===== src/rtl/mem_port_arbiter.sv =====
// Round-robin arbiter sharing one memory port among NUM_REQ mem_handle requesters.
// One transaction in flight at a time; reports protocol misuse and memory timeouts.
module mem_port_arbiter #(
  parameter int NUM_REQ = 4,
  parameter int AW      = 32,
  parameter int DW      = 32,
  parameter int TIMEOUT = 64
) (
  input  logic                  clk,
  input  logic                  rst_l,
  input  logic [NUM_REQ-1:0]    req_avail,
  input  logic [NUM_REQ-1:0]    req_r_en,
  input  logic [NUM_REQ-1:0]    req_w_en,
  input  logic [NUM_REQ*AW-1:0] req_ptr,
  input  logic [NUM_REQ*DW-1:0] req_wdata,
  output logic [NUM_REQ-1:0]    req_done,
  output logic [DW-1:0]         req_rdata,
  output logic                  mem_req,
  output logic                  mem_we,
  output logic [AW-1:0]         mem_addr,
  output logic [DW-1:0]         mem_wdata,
  input  logic                  mem_ack,
  input  logic [DW-1:0]         mem_rdata,
  output logic                  err_proto,
  output logic                  err_timeout,
  output logic                  busy
);

  localparam int GW = (NUM_REQ > 1) ? $clog2(NUM_REQ) : 1;
  localparam int CW = $clog2(TIMEOUT) + 1;
  localparam logic [CW-1:0] CNT_LAST = CW'(TIMEOUT - 1);

  typedef enum logic [1:0] {IDLE, ISSUE, RESP} state_t;

  state_t              r_state;
  state_t              w_next;
  logic [GW-1:0]       r_grant;
  logic [GW-1:0]       r_last;
  logic [CW-1:0]       r_cnt;
  logic [NUM_REQ-1:0]  w_valid;
  logic                w_any;
  logic                w_bad;
  logic                w_tmo;
  logic [GW-1:0]       w_pick;

  // Closest valid index above 'last', wrapping; scanning downward lets the nearest one win.
  function automatic logic [GW-1:0] rr_pick(input logic [NUM_REQ-1:0] v,
                                            input logic [GW-1:0]      last);
    logic [GW-1:0] pick;
    int            idx;
    pick = '0;
    for (int k = NUM_REQ; k >= 1; k--) begin
      idx = int'(last) + k;
      if (idx >= NUM_REQ) idx = idx - NUM_REQ;
      if (v[GW'(idx)]) pick = GW'(idx);
    end
    return pick;
  endfunction

  assign w_valid = req_avail & (req_r_en ^ req_w_en);
  assign w_any   = |w_valid;
  assign w_bad   = |(req_avail & ~(req_r_en ^ req_w_en));
  assign w_tmo   = (r_cnt == CNT_LAST);
  assign w_pick  = rr_pick(w_valid, r_last);
  assign busy    = (r_state != IDLE);

  always_ff @(posedge clk or negedge rst_l) begin
    if (!rst_l) r_state <= IDLE;
    else        r_state <= w_next;
  end

  always_comb begin
    w_next = r_state;
    case (r_state)
      IDLE:    if (w_any) w_next = ISSUE;
      ISSUE:   if (mem_ack || w_tmo) w_next = RESP;
      RESP:    w_next = IDLE;
      default: w_next = IDLE;
    endcase
  end

  always_ff @(posedge clk or negedge rst_l) begin
    if (!rst_l) begin
      r_grant     <= '0;
      r_last      <= GW'(NUM_REQ - 1);
      r_cnt       <= '0;
      req_done    <= '0;
      req_rdata   <= '0;
      mem_req     <= 1'b0;
      mem_we      <= 1'b0;
      mem_addr    <= '0;
      mem_wdata   <= '0;
      err_proto   <= 1'b0;
      err_timeout <= 1'b0;
    end else begin
      if (w_bad) err_proto <= 1'b1;
      case (r_state)
        IDLE: begin
          // Address/data are captured once here so later requester changes cannot leak in.
          if (w_any) begin
            r_grant   <= w_pick;
            r_last    <= w_pick;
            mem_addr  <= req_ptr[w_pick*AW +: AW];
            mem_wdata <= req_wdata[w_pick*DW +: DW];
            mem_we    <= req_w_en[w_pick];
            mem_req   <= 1'b1;
            r_cnt     <= '0;
          end
        end
        ISSUE: begin
          r_cnt <= r_cnt + 1'b1;
          if (mem_ack || w_tmo) begin
            mem_req  <= 1'b0;
            req_done <= NUM_REQ'(1) << r_grant;
          end
          if (mem_ack) begin
            if (!mem_we) req_rdata <= mem_rdata;
          end else if (w_tmo) begin
            err_timeout <= 1'b1;
            req_rdata   <= '0;
          end
        end
        RESP: begin
          req_done <= '0;
          r_cnt    <= '0;
        end
        default: ;
      endcase
    end
  end

endmodule


===== config.mk =====
export PLATFORM = sky130hd
export DESIGN_NAME = mem_port_arbiter
export DESIGN_NICKNAME = d
export VERILOG_FILES = /design/src/rtl/mem_port_arbiter.sv
export SDC_FILE = /design/constraint.sdc
export NUM_CORES = 1
export LEC_CHECK = 0
export CORE_AREA = 2 2 160 162
export CTS_CLUSTER_SIZE = 24
export DETAILED_ROUTE_END_ITERATION = 10
export DIE_AREA = 0 0 162 164
export PLACE_DENSITY = 0.59
export RECOVER_POWER = 100
export SLEW_MARGIN = 20
export SYNTH_ARGS = -nofsm -noshare
export SYNTH_HDL_FRONTEND = slang
export SYNTH_SLANG_ARGS = --single-unit

===== constraint.sdc =====
create_clock -name clk -period 6.8 [get_ports clk]
set_input_delay 1.36 -clock clk [delete_from_list [all_inputs] [get_ports clk]]
set_output_delay 1.36 -clock clk [all_outputs]
set_load 0.005 [all_outputs]

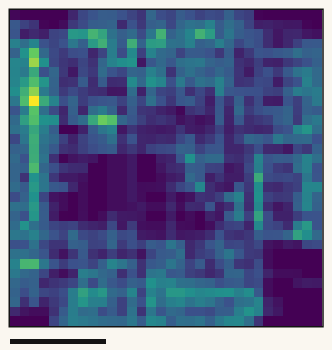
**Above:** wire density map.
The bar under the picture is 50 um long. The die is cut into 32 by 33 equal tiles; dark purple is low, yellow is high, scaled to the fullest tile. Values are wire area over tile area, all layers added.
- mean over tiles: 0.18
- fullest tile: 0.73
- nearly empty tiles: 8.3%
- emptiest ninth of the die: centre

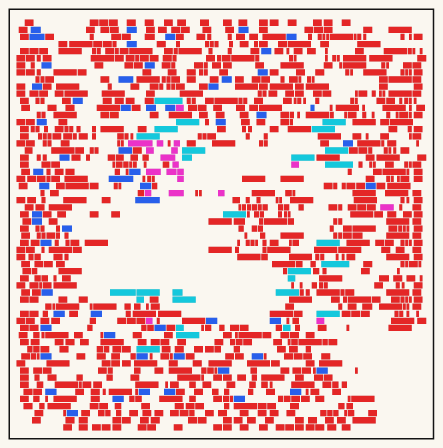
**Above:** cell sizes after repair.
- blue: x2 (cells 58; most used mux2_2)
- magenta: x3 and x4 (cells 19; most used buf_4)
- cyan: x6 and larger (cells 27; most used clkbuf_16)
- red: x1 and smaller (cells 983; most used clkdlybuf4s50_1)

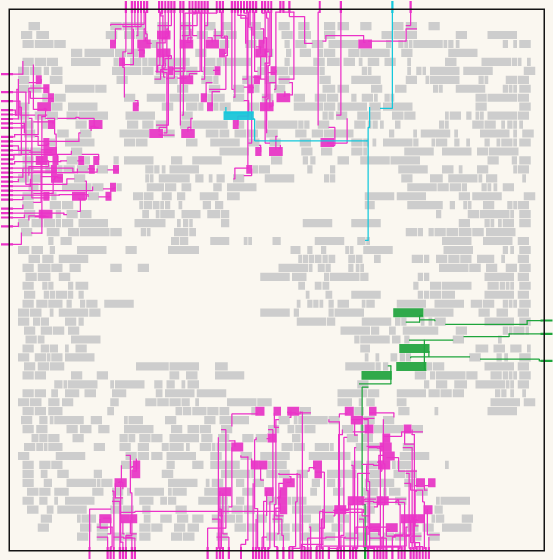
**Above:** I/O nets highlighted.
- cyan: mem_we (bits 1; direction output; edge north; end cells 1; wire 127 um)
- magenta: req_ptr (bits 128; direction input; edge 56 south, 44 north, 28 west; end cells 96; wire 3550 um)
- green: req_done (bits 4; direction output; edge 3 east, 1 south; end cells 4; wire 197 um)

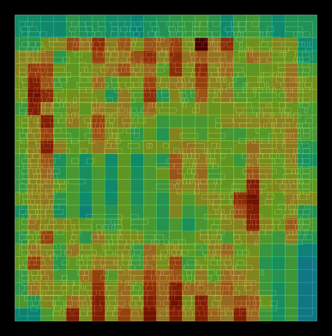
**Above:** congestion heat map.
Avg WL per Cell: 20.31 um
met3 usage: 5.833%
post-layout util: 46.80%
met1 Track Usage GR: 25.01%

==> results_dict.tcl <==
# implementation run metrics
set metrics [dict create \
    status "finished with violations" \
    violations "max-capacitance violations, max-slew violations" \
    layout-drive-gt1-share_pct 9.568 \
    reg2regPathDepth 6 \
    n_tap_cell 330 \
    grt_pass1_vias 7375 \
    io_buffers 407 \
    wl_met2_um 14350 \
    flop_cell "dfrtp_1" \
    synthArstFlopShare_pct 100.0 \
    crit_path_end "req_rdata[31]$_DFFE_PN0P_" \
    yosysWarnings 0 \
    dp_hpwl_um 20330 \
    ctsHoldBuffers 0 \
    post-route-period-util_pct 75.14 \
    setup_tns_ps 0 \
    layout_setup_ws_ps 1691 \
    ys_area_sq_um 6734 \
    topCellsByArea "dfrtp_1, o21ai_0, a211oi_2, a221o_1, mux2_2" \
    critPathKind "input port to flop" \
    synthDistinctLibCells 46 \
    place.gp.congestion 0.8421 \
    inv_count 6 \
    core_sq_um 24820 \
    ant_nets 0 \
    antenna_found_initial 0 \
    yosys.stat.seqShare_pct 43.52 \
    seq_cells 117 \
    syn_nets 1002 \
    drt_wl_total_um 28780 \
    worst-path-stages 5 \
    path_delay_family "buffers and inverters" \
    synth-compound-area-share_pct 25.83 \
    rrSetupSlack_ps 3300 \
    finalSetupViolCount 0 \
    comb_cells 511 \
    power.group.top "combinational cells" \
    tightest_slew_ps 2459 \
    fin_area_sq_um 11610 \
    drv_slew 263 \
    grt_usage_pct 21.44 \
    warnings 26 \
    fp-row-count 58 \
    dpl_cell_area_sq_um 11050 \
    maxCapViolCount 7 \
    grt_busiest_layer "met2" \
    p_int_w 0.002629 \
    yosysTopAreaCell "dfrtp_1" \
    power.total_w 0.004152 \
    powerDensity_nw_per_um2 357.5 \
    buffers_excl_clock 421 \
    logic_family "AND-OR/OR-AND gates" \
    synthCells 698 \
]
==> how the worst min path moves through the flow <==
stage	startpoint	endpoint	slack, ps	cells after the start
after floorplan	r_cnt[6]$_DFFE_PN0P_	r_cnt[6]$_DFFE_PN0P_	440	1
after global placement	r_cnt[6]$_DFFE_PN0P_	r_cnt[6]$_DFFE_PN0P_	460	1
after detailed placement	r_cnt[6]$_DFFE_PN0P_	r_cnt[6]$_DFFE_PN0P_	470	1
after CTS	r_cnt[6]$_DFFE_PN0P_	r_cnt[6]$_DFFE_PN0P_	480	1
after global routing	r_cnt[6]$_DFFE_PN0P_	r_cnt[6]$_DFFE_PN0P_	500	1
final	req_rdata[18]$_DFFE_PN0P_	req_rdata[18]$_DFFE_PN0P_	480	2
